--- config.mk ---
export PLATFORM = sky130hd
export DESIGN_NAME = fifo_wr_arbiter
export DESIGN_NICKNAME = d
export VERILOG_FILES = /design/src/rtl/fifo_arb_pkg.sv /design/src/rtl/rr_picker.sv /design/src/rtl/fifo_wr_arbiter.sv
export SDC_FILE = /design/constraint.sdc
export NUM_CORES = 1
export LEC_CHECK = 0
export ABC_CLOCK_PERIOD_IN_PS = 3410
export CAP_MARGIN = 25
export CELL_PAD_IN_SITES_DETAIL_PLACEMENT = 1
export CELL_PAD_IN_SITES_GLOBAL_PLACEMENT = 2
export CORE_MARGIN = 8
export CORE_UTILIZATION = 25
export DETAILED_ROUTE_END_ITERATION = 7
export PLACE_DENSITY_LB_ADDON = 0.1
export SKIP_LAST_GASP = 1
export SYNTH_ARGS = -nofsm -noshare
export SYNTH_HDL_FRONTEND = slang
export SYNTH_HIERARCHICAL = 1
export SYNTH_SLANG_ARGS = --single-unit
--- constraint.sdc ---
create_clock -name clk -period 3.41 [get_ports clk]
set_input_delay 0.341 -clock clk [delete_from_list [all_inputs] [get_ports clk]]
set_output_delay 0.341 -clock clk [all_outputs]
set_load 0.02 [all_outputs]
--- src/rtl/fifo_arb_pkg.sv ---
// Shared definitions for the FIFO write-port arbiter family: FSM encoding
// and a width helper that never returns zero.
package fifo_arb_pkg;

  localparam logic ST_IDLE  = 1'b0;
  localparam logic ST_BURST = 1'b1;

  function automatic int clog2_min1(input int value);
    return (value > 2) ? $clog2(value) : 1;
  endfunction

endpackage

--- src/rtl/rr_picker.sv ---
// Combinational round-robin picker: first set request at or after ptr,
// wrapping modulo NUM_REQ. Reusable by any arbiter.
module rr_picker
  import fifo_arb_pkg::*;
#(
  parameter int NUM_REQ = 4,
  parameter int IDX_W   = clog2_min1(NUM_REQ)
) (
  input  logic [NUM_REQ-1:0] req,
  input  logic [IDX_W-1:0]   ptr,
  output logic [NUM_REQ-1:0] pick,
  output logic [IDX_W-1:0]   pick_id,
  output logic               any
);

  logic             found_s;
  logic [IDX_W-1:0] idx_s;

  // scan from ptr upward, keeping only the first hit
  always_comb begin
    pick    = '0;
    pick_id = '0;
    found_s = 1'b0;
    idx_s   = '0;
    for (int k = 0; k < NUM_REQ; k++) begin
      idx_s = IDX_W'((int'(ptr) + k) % NUM_REQ);
      if (!found_s && req[idx_s]) begin
        found_s     = 1'b1;
        pick[idx_s] = 1'b1;
        pick_id     = idx_s;
      end else begin
        found_s = found_s;
      end
    end
  end

  assign any = |req;

endmodule

--- src/rtl/fifo_wr_arbiter.sv ---
// Round-robin arbiter sharing one FIFO write port between NUM_REQ producers,
// granting bursts of up to MAX_BURST beats with one idle cycle between grants.
module fifo_wr_arbiter
  import fifo_arb_pkg::*;
#(
  parameter int NUM_REQ    = 4,
  parameter int DATA_WIDTH = 8,
  parameter int MAX_BURST  = 4
) (
  input  logic                          clk,
  input  logic                          rst,
  input  logic [NUM_REQ-1:0]            req_valid,
  input  logic [NUM_REQ*DATA_WIDTH-1:0] req_data,
  input  logic [NUM_REQ-1:0]            req_last,
  output logic [NUM_REQ-1:0]            req_ready,
  output logic                          fifo_wr_valid,
  output logic [DATA_WIDTH-1:0]         fifo_wr_data,
  input  logic                          fifo_full,
  output logic [NUM_REQ-1:0]            grant,
  output logic [$clog2(NUM_REQ)-1:0]    grant_id,
  output logic                          busy
);

  localparam int IDX_W = clog2_min1(NUM_REQ);
  localparam int CNT_W = clog2_min1(MAX_BURST + 1);
  localparam logic [CNT_W-1:0] LAST_BEAT = CNT_W'(MAX_BURST - 1);
  localparam logic [IDX_W-1:0] LAST_IDX  = IDX_W'(NUM_REQ - 1);

  logic                  state_r;
  logic [IDX_W-1:0]      rr_ptr_r;
  logic [CNT_W-1:0]      beat_cnt_r;
  logic [NUM_REQ-1:0]    grant_r;
  logic [IDX_W-1:0]      grant_id_r;

  logic [NUM_REQ-1:0]    pick_s;
  logic [IDX_W-1:0]      pick_id_s;
  logic                  any_s;
  logic                  in_burst_s;
  logic                  g_valid_s;
  logic                  g_last_s;
  logic                  xfer_s;
  logic                  release_s;
  logic [NUM_REQ-1:0]    ready_s;
  logic [DATA_WIDTH-1:0] wr_data_s;

  rr_picker #(
    .NUM_REQ (NUM_REQ),
    .IDX_W   (IDX_W)
  ) u_picker (
    .req     (req_valid),
    .ptr     (rr_ptr_r),
    .pick    (pick_s),
    .pick_id (pick_id_s),
    .any     (any_s)
  );

  assign in_burst_s = (state_r == ST_BURST);
  assign g_valid_s  = req_valid[grant_id_r];
  assign g_last_s   = req_last[grant_id_r];
  assign xfer_s     = in_burst_s && g_valid_s && !fifo_full;
  assign release_s  = in_burst_s &&
                      ((xfer_s && (g_last_s || (beat_cnt_r == LAST_BEAT))) || !g_valid_s);

  // ready decode: only the granted requester sees ready, and only when FIFO has room
  always_comb begin
    ready_s = '0;
    if (in_burst_s) begin
      ready_s[grant_id_r] = !fifo_full;
    end else begin
      ready_s = '0;
    end
  end

  // data mux driven from the registered grant so req_data never reaches control
  always_comb begin
    wr_data_s = '0;
    if (in_burst_s) begin
      wr_data_s = req_data[int'(grant_id_r) * DATA_WIDTH +: DATA_WIDTH];
    end else begin
      wr_data_s = '0;
    end
  end

  // arbitration FSM; grant_id deliberately keeps its value through IDLE
  always_ff @(posedge clk) begin
    if (rst) begin
      state_r    <= ST_IDLE;
      rr_ptr_r   <= '0;
      beat_cnt_r <= '0;
      grant_r    <= '0;
      grant_id_r <= '0;
    end else begin
      case (state_r)
        ST_IDLE: begin
          if (any_s) begin
            grant_r    <= pick_s;
            grant_id_r <= pick_id_s;
            beat_cnt_r <= '0;
            state_r    <= ST_BURST;
          end else begin
            grant_r <= '0;
          end
        end
        ST_BURST: begin
          if (release_s) begin
            rr_ptr_r   <= (grant_id_r == LAST_IDX) ? '0 : grant_id_r + IDX_W'(1);
            grant_r    <= '0;
            beat_cnt_r <= '0;
            state_r    <= ST_IDLE;
          end else if (xfer_s) begin
            beat_cnt_r <= beat_cnt_r + CNT_W'(1);
          end else begin
            beat_cnt_r <= beat_cnt_r;
          end
        end
        default: begin
          state_r <= ST_IDLE;
          grant_r <= '0;
        end
      endcase
    end
  end

  assign req_ready     = ready_s;
  assign fifo_wr_valid = xfer_s;
  assign fifo_wr_data  = wr_data_s;
  assign grant         = grant_r;
  assign grant_id      = grant_id_r;
  assign busy          = in_burst_s;

endmodule

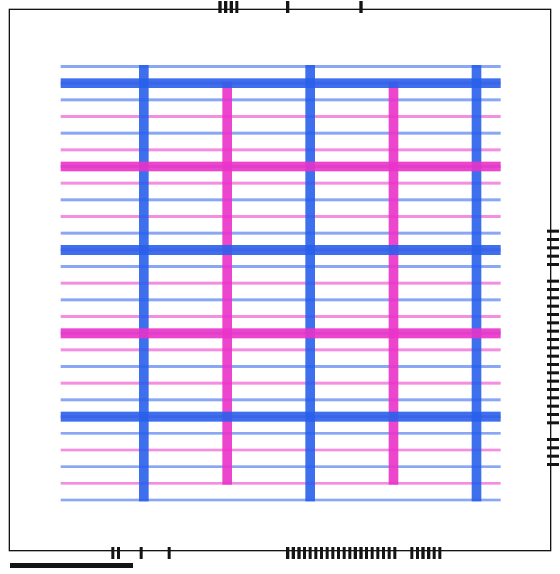
Figure 1: power grid.
Scale bar: 20 um. Pins as bars on the die edge.
VDD -> magenta
VSS -> blue
rows = 26
signal pins = 63
met5 straps = 5
met1 rails = 27
met4 straps = 5

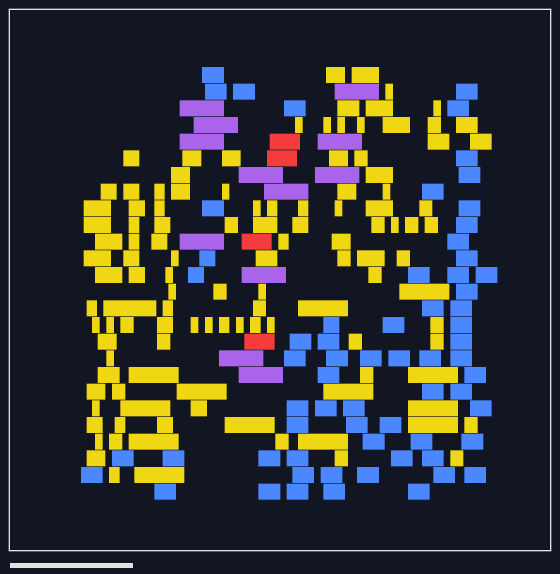
Figure 2: cells colored by class.
Scale bar: 20 um.
sequential cells -> purple  # cells 12
clock drivers and dummy loads -> red  # cells 4
combinational and other logic -> yellow  # cells 117
remaining buffers and delay cells -> blue  # cells 65

==> results.sh <==
# yosys + openroad results
export IMPL_hold_depth=1
export IMPL_whs_endpoint="beat_cnt_r[2]$_SDFFE_PP0P_"
export IMPL_synthesis_nets=191
export IMPL_largest_reg_flops=4
export IMPL_ys_sh_xor_pct=0
export IMPL_ir_drop_mv=0.160
export IMPL_status="completed"
export IMPL_regArea_um2=240
export IMPL_comb_cells=110
export IMPL_cts_tree="done"
export IMPL_final_max_slew_viol_count=0
export IMPL_max_freq_mhz=375
export IMPL_ys_warnings_count=6
export IMPL_grt_max_degree=19
export IMPL_design_core_area_um2=5070
export IMPL_use_met1_pct=13.5
export IMPL_drive_gt1_share_pct=11.1
export IMPL_flops=12
export IMPL_cellPowerDensity_nw_per_um2=350
export IMPL_buffers_excl_clock=65
export IMPL_seq_cell_share_pct=11.7
export IMPL_inverters_excl_clock=7
export IMPL_finalHoldViolations=0
export IMPL_critPathMaxFanout=10
export IMPL_busiest_layer="met2"
export IMPL_tool_warnings=33
export IMPL_drt_first_pass_iters=4
export IMPL_final_area_um2=2050
export IMPL_die_x_um=88.1
export IMPL_timing_critical_path_buf_inv=1
export IMPL_n_fill_cell=623
export IMPL_p_int_uw=461
export IMPL_slew_headroom_pct=51.9
export IMPL_netlist_cell_type_count=34
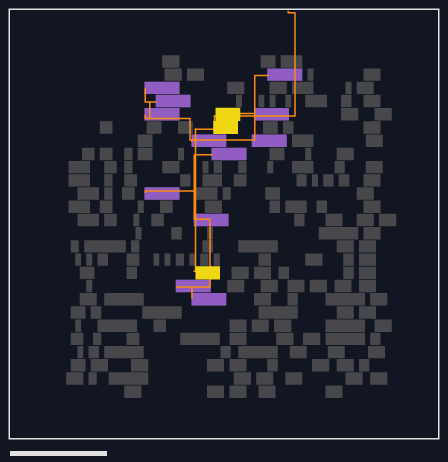
Figure 3: routed clock nets over the placement.
Scale bar: 20 um.
clock wires -> orange  # length 196 um
clock drivers -> yellow  # count 3
flip-flops -> purple  # count 12
routed clock nets = 4

-- power groups by stage --
stage	clock network (uW)	logic (uW)	registers (uW)
floorplan	0	225	187
global placement	0	365	190
detailed placement	0	378	191
CTS	160	379	188
global route	167	408	193
finish	156	375	186
-- Yosys cell counts --
cell type   n
nand2_1     6
a31oi_1     1
mux4_2     13
and3_1      1
mux2_2      1
inv_1       7
a21o_1      1
or4_1       1
buf_2       4
nor2_1     11
a21oi_1     3
and4_1      1
mux2i_1     4
nand3_1     2
ha_1       11
a22oi_1     8
and3b_1     1
clkbuf_1    4
o21ai_0     6
nand2b_1    2
a32o_1      1
a31o_1      2
dfxtp_1    12
o2111ai_1   1
o31ai_1     1
o211ai_1    1
a221o_1     1
and2_1     13
nor3_1      1
nor2b_1     7
nor4b_4     1
a21boi_1    1
o21ai_1     1
a22o_1      6
Power and IR drop assume default switching activity.
